**Run 1: sizing map**

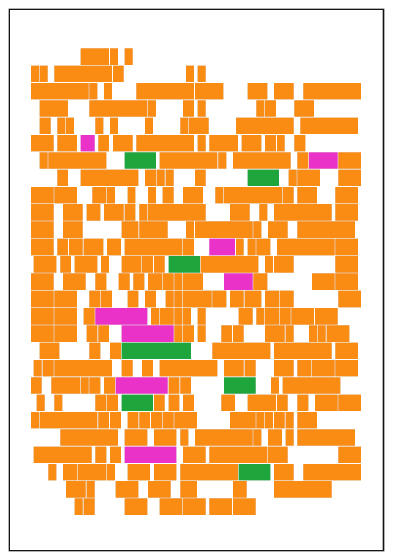
**Run 1: placed cells, one color a class**

Bar = 20 um. Fill, decap, tap and diode cells in gray.
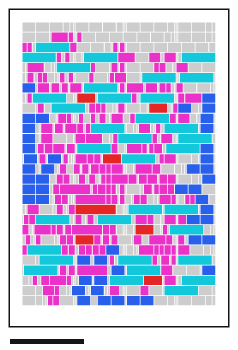
**Run 1: gate-type map**

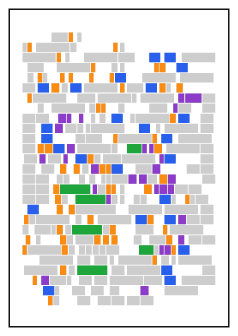
**Run 1: metal 2**

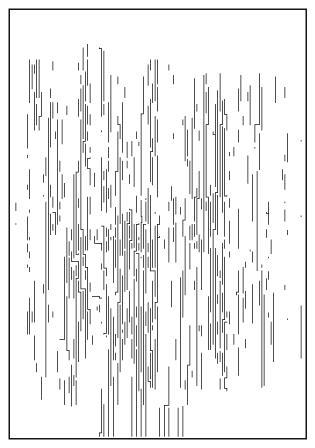
File: config.mk
export PLATFORM = sky130hd
export DESIGN_NAME = vliw_hazard_ctrl_flat
export DESIGN_NICKNAME = d
export VERILOG_FILES = /design/src/rtl/vliw_hazard_ctrl_pkg.sv /design/src/rtl/vliw_hazard_ctrl_if.sv /design/src/rtl/vliw_hazard_ctrl_scoreboard.sv /design/src/rtl/vliw_hazard_ctrl.sv /design/src/flat_wrapper.sv
export SDC_FILE = /design/constraint.sdc
export NUM_CORES = 1
export LEC_CHECK = 0
export CAP_MARGIN = 20
export CORE_ASPECT_RATIO = 1.5
export CORE_MARGIN = 3
export CORE_UTILIZATION = 51
export DETAILED_ROUTE_END_ITERATION = 8
export HOLD_SLACK_MARGIN = 0.06
export PLACE_DENSITY = 0.81
export SLEW_MARGIN = 10
export SYNTH_ARGS = -nofsm -noshare
export SYNTH_HDL_FRONTEND = slang
export SYNTH_HIERARCHICAL = 1
export SYNTH_SLANG_ARGS = --single-unit
File: constraint.sdc
create_clock -name clk -period 5.41 [get_ports clk]
set_input_delay 0.541 -clock clk [delete_from_list [all_inputs] [get_ports clk]]
set_output_delay 0.541 -clock clk [all_outputs]
set_load 0.05 [all_outputs]
File: src/rtl/vliw_hazard_ctrl_pkg.sv
// Shared definitions for the dual-slot VLIW hazard controller: register
// file geometry, controller FSM encoding and the control bits of a bundle
// as seen by the load scoreboard.
package vliw_pkg;

  localparam int REG_W = 3;
  localparam int NREG  = 8;

  localparam logic [15:0] STALL_MAX = 16'hFFFF;

  typedef enum logic [1:0] {
    RUN    = 2'd0,
    STALL  = 2'd1,
    SHADOW = 2'd2
  } hzState_t;

  // Control bits of the bundle leaving ID that decide a load reservation.
  typedef struct packed {
    logic memRead;
    logic memRegWrite;
  } bundleCtrl_t;

  // What ID/EX carries when a bubble is inserted.
  localparam bundleCtrl_t NOP_BUNDLE = '0;

  // Saturating increment for the stall statistics counter.
  function automatic logic [15:0] satInc16(input logic [15:0] v);
    return (v == STALL_MAX) ? v : v + 16'd1;
  endfunction

endpackage

File: src/rtl/vliw_hazard_ctrl_if.sv
// Bundle-in-ID descriptor plus the pipeline steering outputs exchanged
// between the ID stage (master) and the hazard controller (slave).
interface vliw_hazard_ctrl_if;
  import vliw_pkg::*;

  logic             id_valid;
  logic [REG_W-1:0] id_alu_rm;
  logic [REG_W-1:0] id_alu_rn;
  logic             id_alu_useRm;
  logic             id_alu_useRn;
  logic [REG_W-1:0] id_alu_rd;
  logic             id_alu_regWrite;
  logic [REG_W-1:0] id_mem_rn;
  logic [REG_W-1:0] id_mem_rd;
  logic             id_memRead;
  logic             id_memWrite;
  logic             id_mem_regWrite;
  logic             ex_branchTaken;

  logic             pc_write;
  logic             p1_pipeline_regWrite;
  logic             id_bubble;
  logic             IF_flush;
  logic             ID_flush;
  logic             kill_mem_regWrite;
  logic             waw_conflict;
  logic             stall;
  logic [15:0]      stall_count;

  modport master (
    output id_valid, id_alu_rm, id_alu_rn, id_alu_useRm, id_alu_useRn,
           id_alu_rd, id_alu_regWrite, id_mem_rn, id_mem_rd, id_memRead,
           id_memWrite, id_mem_regWrite, ex_branchTaken,
    input  pc_write, p1_pipeline_regWrite, id_bubble, IF_flush, ID_flush,
           kill_mem_regWrite, waw_conflict, stall, stall_count
  );

  modport slave (
    input  id_valid, id_alu_rm, id_alu_rn, id_alu_useRm, id_alu_useRn,
           id_alu_rd, id_alu_regWrite, id_mem_rn, id_mem_rd, id_memRead,
           id_memWrite, id_mem_regWrite, ex_branchTaken,
    output pc_write, p1_pipeline_regWrite, id_bubble, IF_flush, ID_flush,
           kill_mem_regWrite, waw_conflict, stall, stall_count
  );

endinterface

File: src/rtl/vliw_hazard_ctrl_scoreboard.sv
// Per-register countdown of outstanding load results. A nonzero count means
// a bundle reading that register in ID would see a stale value.
module vliw_scoreboard
  import vliw_pkg::*;
#(
  parameter int LOAD_LAT = 1,
  parameter int CNT_W    = 2
) (
  input  logic             clk,
  input  logic             reset,
  input  logic             reserve,
  input  logic [REG_W-1:0] reserveReg,
  input  logic [REG_W-1:0] qAluRm,
  input  logic [REG_W-1:0] qAluRn,
  input  logic [REG_W-1:0] qMemRn,
  input  logic [REG_W-1:0] qMemRd,
  output logic             busyAluRm,
  output logic             busyAluRn,
  output logic             busyMemRn,
  output logic             busyMemRd
);

  localparam logic [CNT_W-1:0] LAT = CNT_W'(LOAD_LAT);
  localparam logic [CNT_W-1:0] ONE = CNT_W'(1);

  logic [CNT_W-1:0] cnt [NREG];

  // Reload the reserved entry, otherwise count every pending entry down.
  always_ff @(posedge clk or posedge reset) begin
    if (reset) begin
      for (int i = 0; i < NREG; i++) cnt[i] <= '0;
    end else begin
      for (int i = 0; i < NREG; i++) begin
        if (reserve && (reserveReg == REG_W'(i))) begin
          cnt[i] <= LAT;
        end else if (cnt[i] != '0) begin
          cnt[i] <= cnt[i] - ONE;
        end
      end
    end
  end

  // Busy lookups for every register a bundle can read.
  always_comb begin
    busyAluRm = (cnt[qAluRm] != '0);
    busyAluRn = (cnt[qAluRn] != '0);
    busyMemRn = (cnt[qMemRn] != '0);
    busyMemRd = (cnt[qMemRd] != '0);
  end

endmodule

File: src/rtl/vliw_hazard_ctrl.sv
// Hazard and sequencing controller for the ALU+MEM VLIW pipeline: decides
// per ID bundle between issue, load-use stall and redirect squash, detects
// same-bundle write collisions and keeps a saturating stall statistic.
module vliw_hazard_ctrl
  import vliw_pkg::*;
#(
  parameter int LOAD_LAT = 1,
  parameter int CNT_W    = 2
) (
  input logic              clk,
  input logic              reset,
  vliw_hazard_ctrl_if.slave hz
);

  hzState_t    state;
  hzState_t    nextState;
  logic [15:0] stallCount;

  logic        busyAluRm;
  logic        busyAluRn;
  logic        busyMemRn;
  logic        busyMemRd;
  logic        useMemRn;
  logic        useMemRd;
  logic        hazard;
  logic        redirect;
  logic        waw;
  logic        issue;
  logic        reserve;
  bundleCtrl_t rawCtrl;
  bundleCtrl_t issuedCtrl;

  vliw_scoreboard #(
    .LOAD_LAT (LOAD_LAT),
    .CNT_W    (CNT_W)
  ) u_scoreboard (
    .clk        (clk),
    .reset      (reset),
    .reserve    (reserve),
    .reserveReg (hz.id_mem_rd),
    .qAluRm     (hz.id_alu_rm),
    .qAluRn     (hz.id_alu_rn),
    .qMemRn     (hz.id_mem_rn),
    .qMemRd     (hz.id_mem_rd),
    .busyAluRm  (busyAluRm),
    .busyAluRn  (busyAluRn),
    .busyMemRn  (busyMemRn),
    .busyMemRd  (busyMemRd)
  );

  // Both slots read pre-bundle register values, so only loads from earlier
  // bundles can make a source stale. A killed MEM write never reserves.
  always_comb begin
    useMemRn   = hz.id_memRead | hz.id_memWrite;
    useMemRd   = hz.id_memWrite;
    waw        = hz.id_valid & hz.id_alu_regWrite & hz.id_mem_regWrite &
                 (hz.id_alu_rd == hz.id_mem_rd);
    hazard     = hz.id_valid & ((hz.id_alu_useRm & busyAluRm) |
                                (hz.id_alu_useRn & busyAluRn) |
                                (useMemRn & busyMemRn) |
                                (useMemRd & busyMemRd));
    redirect   = hz.ex_branchTaken & (state != SHADOW);
    issue      = ~reset & ~redirect & ~hazard & hz.id_valid;
    rawCtrl    = '{memRead: hz.id_memRead, memRegWrite: hz.id_mem_regWrite & ~waw};
    issuedCtrl = issue ? rawCtrl : NOP_BUNDLE;
    reserve    = issuedCtrl.memRead & issuedCtrl.memRegWrite;
  end

  assign hz.waw_conflict      = waw;
  assign hz.kill_mem_regWrite = waw;

  // Controller state register; reset drops any stall or shadow at once.
  always_ff @(posedge clk or posedge reset) begin
    if (reset) state <= RUN;
    else       state <= nextState;
  end

  // Redirect beats stall beats issue; SHADOW only masks the squashed branch.
  always_comb begin
    nextState               = RUN;
    hz.pc_write             = 1'b1;
    hz.p1_pipeline_regWrite = 1'b1;
    hz.id_bubble            = 1'b0;
    hz.IF_flush             = 1'b0;
    hz.ID_flush             = 1'b0;
    hz.stall                = 1'b0;
    if (!reset) begin
      if (redirect) begin
        hz.IF_flush  = 1'b1;
        hz.ID_flush  = 1'b1;
        hz.id_bubble = 1'b1;
        nextState    = SHADOW;
      end else if (hazard) begin
        hz.pc_write             = 1'b0;
        hz.p1_pipeline_regWrite = 1'b0;
        hz.id_bubble            = 1'b1;
        hz.stall                = 1'b1;
        nextState               = STALL;
      end
    end
  end

  // Saturating count of cycles spent stalled on load-use hazards.
  always_ff @(posedge clk or posedge reset) begin
    if (reset)         stallCount <= '0;
    else if (hz.stall) stallCount <= satInc16(stallCount);
  end

  assign hz.stall_count = stallCount;

endmodule

File: src/flat_wrapper.sv
// flat-port wrapper written by rule: the top's interface ports become plain ports
module vliw_hazard_ctrl_flat import vliw_pkg::*;
#(
  parameter int LOAD_LAT = 1,
  parameter int CNT_W    = 2
)
  (clk, reset, hz_id_valid, hz_id_alu_rm, hz_id_alu_rn, hz_id_alu_useRm, hz_id_alu_useRn, hz_id_alu_rd, hz_id_alu_regWrite, hz_id_mem_rn, hz_id_mem_rd, hz_id_memRead, hz_id_memWrite, hz_id_mem_regWrite, hz_ex_branchTaken, hz_pc_write, hz_p1_pipeline_regWrite, hz_id_bubble, hz_IF_flush, hz_ID_flush, hz_kill_mem_regWrite, hz_waw_conflict, hz_stall, hz_stall_count);
  vliw_hazard_ctrl_if hz_i ();
  input logic clk;
  input logic reset;
  input wire logic [$bits(hz_i.id_valid)-1:0] hz_id_valid;
  input wire logic [$bits(hz_i.id_alu_rm)-1:0] hz_id_alu_rm;
  input wire logic [$bits(hz_i.id_alu_rn)-1:0] hz_id_alu_rn;
  input wire logic [$bits(hz_i.id_alu_useRm)-1:0] hz_id_alu_useRm;
  input wire logic [$bits(hz_i.id_alu_useRn)-1:0] hz_id_alu_useRn;
  input wire logic [$bits(hz_i.id_alu_rd)-1:0] hz_id_alu_rd;
  input wire logic [$bits(hz_i.id_alu_regWrite)-1:0] hz_id_alu_regWrite;
  input wire logic [$bits(hz_i.id_mem_rn)-1:0] hz_id_mem_rn;
  input wire logic [$bits(hz_i.id_mem_rd)-1:0] hz_id_mem_rd;
  input wire logic [$bits(hz_i.id_memRead)-1:0] hz_id_memRead;
  input wire logic [$bits(hz_i.id_memWrite)-1:0] hz_id_memWrite;
  input wire logic [$bits(hz_i.id_mem_regWrite)-1:0] hz_id_mem_regWrite;
  input wire logic [$bits(hz_i.ex_branchTaken)-1:0] hz_ex_branchTaken;
  output wire logic [$bits(hz_i.pc_write)-1:0] hz_pc_write;
  output wire logic [$bits(hz_i.p1_pipeline_regWrite)-1:0] hz_p1_pipeline_regWrite;
  output wire logic [$bits(hz_i.id_bubble)-1:0] hz_id_bubble;
  output wire logic [$bits(hz_i.IF_flush)-1:0] hz_IF_flush;
  output wire logic [$bits(hz_i.ID_flush)-1:0] hz_ID_flush;
  output wire logic [$bits(hz_i.kill_mem_regWrite)-1:0] hz_kill_mem_regWrite;
  output wire logic [$bits(hz_i.waw_conflict)-1:0] hz_waw_conflict;
  output wire logic [$bits(hz_i.stall)-1:0] hz_stall;
  output wire logic [$bits(hz_i.stall_count)-1:0] hz_stall_count;
  assign hz_i.id_valid = hz_id_valid;
  assign hz_i.id_alu_rm = hz_id_alu_rm;
  assign hz_i.id_alu_rn = hz_id_alu_rn;
  assign hz_i.id_alu_useRm = hz_id_alu_useRm;
  assign hz_i.id_alu_useRn = hz_id_alu_useRn;
  assign hz_i.id_alu_rd = hz_id_alu_rd;
  assign hz_i.id_alu_regWrite = hz_id_alu_regWrite;
  assign hz_i.id_mem_rn = hz_id_mem_rn;
  assign hz_i.id_mem_rd = hz_id_mem_rd;
  assign hz_i.id_memRead = hz_id_memRead;
  assign hz_i.id_memWrite = hz_id_memWrite;
  assign hz_i.id_mem_regWrite = hz_id_mem_regWrite;
  assign hz_i.ex_branchTaken = hz_ex_branchTaken;
  assign hz_pc_write = hz_i.pc_write;
  assign hz_p1_pipeline_regWrite = hz_i.p1_pipeline_regWrite;
  assign hz_id_bubble = hz_i.id_bubble;
  assign hz_IF_flush = hz_i.IF_flush;
  assign hz_ID_flush = hz_i.ID_flush;
  assign hz_kill_mem_regWrite = hz_i.kill_mem_regWrite;
  assign hz_waw_conflict = hz_i.waw_conflict;
  assign hz_stall = hz_i.stall;
  assign hz_stall_count = hz_i.stall_count;
  vliw_hazard_ctrl #(.LOAD_LAT(LOAD_LAT), .CNT_W(CNT_W)) u_core (.clk(clk), .reset(reset), .hz(hz_i));
endmodule
==> flow_summary.toml, run 1 <==
# flow metrics
[outcome]
status = "finished clean"

[final_layout]
inverters_excl_clock = 25
area_growth_pct = 26.8
buf_share = 0.179
logic_area_sq_mm = 0.00109
final_area_sq_mm = 0.00268
comb-cell-share = 0.405
nets = 316

[worst_setup_path]
cp.buffers_inverters = 3
arrival_ns = 3.45
worstRegToRegCells = 9
end_kind = "output port"
crit_family = "buffers and inverters"

[clock_network]
cts_resized = 0
clockBufferDepth = 2
htree_levels = 2

[pwr]
p_switching_w = 0.000533
pg_comb_w = 0.000583
peakVddDrop_uv = 372

[floorplan]
chipWidth_um = 58.6
fp_util = 0.534

[logic_synthesis]
simple_gate_area_frac = 0.205

[routing]
finalWirelength_mm = 4.73

[timing]
period_used_share = 0.738
final-hold-violation-count = 0

[global_route]
track_usage = 0.206
## Picture notes: 'sizing map'
green -> x6 and larger  # cells 7, share 2.5%
magenta -> x2  # cells 8, share 2.8%
orange -> x1 and smaller  # cells 267, share 95%

## Picture notes: 'placed cells, one color a class'
magenta -> remaining logic cells  # cells 193, share of their area 45%
cyan -> sequential cells  # cells 34, share of their area 32%
red -> clock drivers and dummy loads  # cells 7, share of their area 4.3%
blue -> remaining buffers and delay cells  # cells 48, share of their area 18%

## Picture notes: 'gate-type map'
green -> mux cells  # cells 6
orange -> nor cells  # cells 58
blue -> xor and xnor cells  # cells 25
purple -> nand cells  # cells 29

## Picture notes: 'metal 2'
share of all routed wire = 51%
nets with wire on the layer = 274

## run 1: per-layer routing
layer | up-vias | part of all wire
li1 | 896 | -
met1 | 859 | 0.39
met2 | 64 | 0.51
met3 | 16 | 0.060
met4 | 0 | 0.034
met5 | - | 0
## run 1: how the worst max path moves through the flow
stage / startpoint / endpoint / cells past startpoint
6_report: hz_id_mem_rd[0] / hz_stall / 9
4_1_cts: hz_id_mem_rd[0] / hz_stall / 9
3_5_place_dp: hz_id_mem_rd[0] / hz_stall / 9
2_1_floorplan: hz_id_mem_rd[2] / hz_waw_conflict / 3
3_3_place_gp: hz_id_mem_rd[0] / hz_stall / 9
5_1_grt: hz_id_mem_rd[0] / hz_stall / 9
## run 1: registers in the layout, indices dropped and copies added, names as in the netlist
signal and flops:
u_core/u_scoreboard/cnt 16, u_core/state 2, u_core/hz.stall_count 16
## run 1: cells in the final DEF (no fill, tap or decap), types with 7 or more instances in the layout
cell	instances
clkdlybuf4s50_1	48
xor2_1	18
a21oi_1	25
ha_1	9
nand2_1	11
inv_1	25
nor3_1	24
xnor2_1	7
dfrtp_1	34
nand4_1	7
nor2_1	29
o21ai_0	8
## run 1: worst reg2reg max path, cell delays in order (launching register included)
cell	delay, ns
dfrtp_1	0.41
nor2_1	0.31
a21oi_1	0.13
mux4_2	0.48
a22oi_1	0.24
a31oi_1	0.25
nor3_1	0.31
nand2_1	0.22
nor3_1	0.29
nand2b_1	0.15
## run 1: logic make-up (layout without fill, tap and decap cells)
| kind of cell | Yosys count | count (layout) |
|---|---|---|
| AOI/OAI and AO/OA | 38 | 38 |
| and+or+nand+nor | 90 | 90 |
| adders and majority gates | 9 | 9 |
| DFF | 34 | 34 |
| buffers and inverters | 34 | 80 |
| muxes | 6 | 6 |
| xor gates and xnor gates | 25 | 25 |
==> inputs of run 2 (changes only) <==
--- a/config.mk
+++ b/config.mk
@@ -8,10 +8,10 @@
 export CAP_MARGIN = 20
 export CORE_ASPECT_RATIO = 1.5
 export CORE_MARGIN = 3
-export CORE_UTILIZATION = 51
+export CORE_UTILIZATION = 50
 export DETAILED_ROUTE_END_ITERATION = 8
 export HOLD_SLACK_MARGIN = 0.06
-export PLACE_DENSITY = 0.81
+export PLACE_DENSITY = 0.8
 export SLEW_MARGIN = 10
 export SYNTH_ARGS = -nofsm -noshare
 export SYNTH_HDL_FRONTEND = slang
==> constraint.sdc (replaced) <==
create_clock -name clk -period 3.8 [get_ports clk]
set_input_delay 0.38 -clock clk [delete_from_list [all_inputs] [get_ports clk]]
set_output_delay 0.38 -clock clk [all_outputs]
set_load 0.05 [all_outputs]
**Run 2: metal 2**

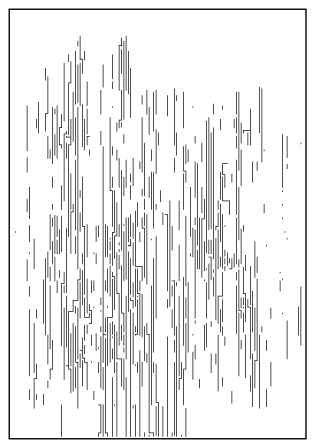
longest straight run = 43.2 um
share of all routed wire = 53%
wire length on this layer = 2640 um
nets with wire on the layer = 281
main direction = vertical

==> run 2 against run 1 <==
Compared with the run above:
- area after synthesis did not move
- cell count grew 0.61%
- worst hold slack better by 0.0058 ns
- total power increased by 43%
- worst setup slack lost 0.72 ns
- highest routed layer unchanged
==> flow_summary.toml, run 2 <==
# flow metrics
[outcome]
status = "finished clean"

[global_route]
first_global_vias = 2022
track_usage = 0.226

[timing]
max_freq_mhz = 322
final-hold-violation-count = 0
relSlewSlack = 0.573
setup-tns-final_ns = 0
period_used_share = 0.816
fin_skew_ns = 0.00475
min_period_ns = 3.10

[flow_run]
warning_count = 26

[logic_synthesis]
top_cell = "dfrtp_1"
yosysTopAreaCell = "dfrtp_1"
yosysSeqAreaShare = 0.403
xor_area_frac = 0.104
simple_gate_area_frac = 0.205
netlist.area_leader.share = 0.403
synth-async-reset-ratio = 1.00
syn_inst = 236
top_logic_kind = "simple AND/OR/NAND/NOR gates"

[floorplan]
num_rows = 28
fp_util = 0.529
chipWidth_um = 59.1
chipHeight_um = 85.6
core-area_sq_mm = 0.00399

[place]
placed_area_sq_mm = 0.00257
gp_congestion = 0.791

[final_layout]
diodes = 0
drive_gt1_frac = 0.0739
final_cell_mix = "44 x clkdlybuf4s50_1, 34 x dfrtp_1, 29 x nor2_1"
layout_top_cell = "clkdlybuf4s50_1"
nets = 318
post-route-util = 0.672
final_area_sq_mm = 0.00269
area_growth_pct = 27.1
fin_cells = 329

[clock_network]
cts_resized = 0
clockBufferDepth = 2
htree_levels = 2
cts_setup_buffers = 0
cts_tree = "built"

[routing]
wire_per_inst_um = 15.0
dr.pass1.iters = 4
finalWirelength_mm = 4.95

[pwr]
peakVddDrop_uv = 535

[min_path]
min_path_type = "input port to asynchronous set/reset pin"

[worst_setup_path]
end_kind = "output port"
arrival_ns = 2.72
path_max_fanout = 15
## run 2: final timing paths
| check | to | slack (ns) | depth (start not counted) | from |
|---|---|---|---|---|
| hold reg to reg | u_core/hz.stall_count[10] | 0.52 | 1 | u_core/hz.stall_count[10] |
| min in group clk | u_core/hz.stall_count[10] | 0.52 | 1 | u_core/hz.stall_count[10] |
| setup / recovery | hz_stall | 0.70 | 9 | hz_id_mem_rd[0] |
| max in group asynchronous | u_core/u_scoreboard/cnt[13] | 2.81 | 2 | reset |
| setup reg to reg | u_core/u_scoreboard/cnt[6] | 0.94 | 9 | u_core/u_scoreboard/cnt[5] |
| hold / removal | u_core/state[1] | 0.52 | 3 | reset |
## run 2: metrics by stage
stage               hold slack [ns]  power, W
floorplan                     0.294   0.00125
global route                  0.551   0.00200
detailed placement            0.511   0.00148
global placement              0.505   0.00145
finish                        0.518   0.00183
CTS                           0.518   0.00184
## run 2: layout make-up
| cell class | instances | area, sq um | area share |
|---|---|---|---|
| clock buffer | 6 | 82.6 | 0.0308 |
| clock inverter | 1 | 30.0 | 0.0112 |
| inverter | 25 | 93.8 | 0.0349 |
| multi-input combinational | 168 | 1090 | 0.404 |
| sequential | 34 | 851 | 0.317 |
| tap | 45 | 56.3 | 0.0210 |
| timing repair buffer | 50 | 485 | 0.181 |
## run 2: routing by layer
metal  track usage  vias to the layer above  routed length (um)
li1              -                      899                   -
met1         0.234                      883                1680
met2         0.387                       95                2640
met3        0.0512                       33                 298
met4         0.163                        0                 327
met5             0                        -                   0
## run 2: power by group
part / internal (W) / switching [W]
Clock: 0.000210 / 0.000128
Sequential: 0.000489 / 0.000166
Combinational: 0.000364 / 0.000471
## run 2: worst max-delay path, delay by kind of cell
kind            cells  cell delay, ns
compound gates      3            0.50
buf+inv             3            0.91
mux                 1            0.49
simple gates        2            0.44
==> inputs of run 3 (changes only) <==
--- a/config.mk
+++ b/config.mk
@@ -8,10 +8,10 @@
 export CAP_MARGIN = 20
 export CORE_ASPECT_RATIO = 1.5
 export CORE_MARGIN = 3
-export CORE_UTILIZATION = 50
+export CORE_UTILIZATION = 45
 export DETAILED_ROUTE_END_ITERATION = 8
 export HOLD_SLACK_MARGIN = 0.06
-export PLACE_DENSITY = 0.8
+export PLACE_DENSITY = 0.76
 export SLEW_MARGIN = 10
 export SYNTH_ARGS = -nofsm -noshare
 export SYNTH_HDL_FRONTEND = slang
==> constraint.sdc (replaced) <==
create_clock -name clk -period 2.6 [get_ports clk]
set_input_delay 0.26 -clock clk [delete_from_list [all_inputs] [get_ports clk]]
set_output_delay 0.26 -clock clk [all_outputs]
set_load 0.05 [all_outputs]
**Run 3: placed cells, one color a class**

Bar = 20 um. Fill, decap, tap and diode cells in gray.
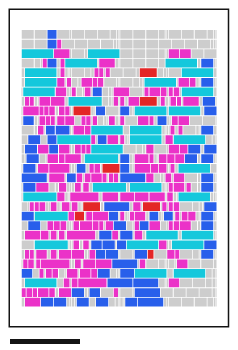
blue -> remaining buffers and delay cells  # cells 71, share of their area 25%
magenta -> remaining logic cells  # cells 193, share of their area 43%
red -> clock drivers and dummy loads  # cells 8, share of their area 3.2%
cyan -> sequential cells  # cells 34, share of their area 29%

==> run 3 against run 2 <==
Compared with the run above:
- sequential cell count is the same
- worst hold slack lost 0.082 ns
- worst setup slack lost 0.68 ns
- first-iteration DRC count shrank 26%
- critical path type is now flop to output port
- largest power group unchanged
==> flow_summary.toml, run 3 <==
# flow metrics
[logic_synthesis]
top_cell = "dfrtp_1"
synth-async-reset-ratio = 1.00
netlist.area_leader.share = 0.403
top_logic_kind = "simple AND/OR/NAND/NOR gates"
syn_inst = 236
simple_gate_area_frac = 0.205
yosysTopAreaCell = "dfrtp_1"

[pwr]
seq_cell_power_w = 0.000980
p_int_w = 0.00162
peakVddDrop_uv = 759
pg_comb_w = 0.00145
switching_share = 0.429
powerClk_w = 0.000407

[final_layout]
area_growth_pct = 43.8
nets = 339
post-route-util = 0.692

[timing]
period_used_share = 0.992
relSlewSlack = 0.562
fin_skew_ns = 0.00484
max_freq_mhz = 388

[routing]
dr.pass1.iters = 4
wire_per_inst_um = 14.4

[floorplan]
chipHeight_um = 89.9
core-area_sq_mm = 0.00439
num_rows = 29
chipWidth_um = 62.0

[global_route]
grtUsageMet3 = 0.0358
busiest_layer = "met2"
track_usage = 0.191

[flow_run]
warning_count = 27

[worst_setup_path]
cp.buffers_inverters = 2

[outcome]
status = "finished clean"

[min_path]
min_path_type = "input port to asynchronous set/reset pin"
## run 3: through the flow
step           setup TNS [ns]  instances  cell area (sq um)  worst slack (ns)
6_report                    0        368               3040            0.0202
5_1_grt                -0.355        368               3040           -0.0944
4_1_cts                     0        361               2900            0.0116
3_5_place_dp            -1.55        352               2790            -0.169
3_3_place_gp            -1.36        352               2790            -0.135
2_1_floorplan               0        236               2120            0.0999
## run 3: cell type report
class                           instances  area (sq um)  share of cell area
Multi-Input combinational cell        168          1180               0.387
Sequential cell                        34           860               0.283
Timing Repair Buffer                   71           736               0.242
Inverter                               25          93.8              0.0309
Clock buffer                            6          82.6              0.0272
Tap cell                               62          77.6              0.0255
Clock inverter                          2          12.5             0.00412
## run 3: final timing paths
check / slack (ns) / endpoint / startpoint / cells past startpoint
worst max register to register: 0.10 / u_core/hz.stall_count[15] / u_core/u_scoreboard/cnt[11] / 10
worst min register to register: 0.52 / u_core/hz.stall_count[4] / u_core/hz.stall_count[4] / 1
min in group clk: 0.52 / u_core/hz.stall_count[4] / u_core/hz.stall_count[4] / 1
worst max-delay path: 0.02 / hz_id_bubble / u_core/u_scoreboard/cnt[11] / 9
max in group asynchronous: 1.65 / u_core/u_scoreboard/cnt[10] / reset / 2
worst min-delay path: 0.44 / u_core/state[1] / reset / 3
## run 3: what timing repair did
action,4_1_cts,5_1_grt
pin swaps,1,6
gates resized,8,26
setup endpoints to repair,4,20
buffers inserted,1,7
## run 3: layer usage
| layer | up-vias | wire length, um |
|---|---|---|
| li1 | 943 | - |
| met1 | 923 | 1870 |
| met2 | 66 | 3050 |
| met3 | 19 | 218 |
| met4 | 0 | 164 |
| met5 | - | 0 |
## run 3: tightest hold or removal path: cells and delay by family
kind / cells / cell delay (ns)
buffers and inverters: 3 / 0.83
No activity file was given, so power comes from the tool's default toggle rates.
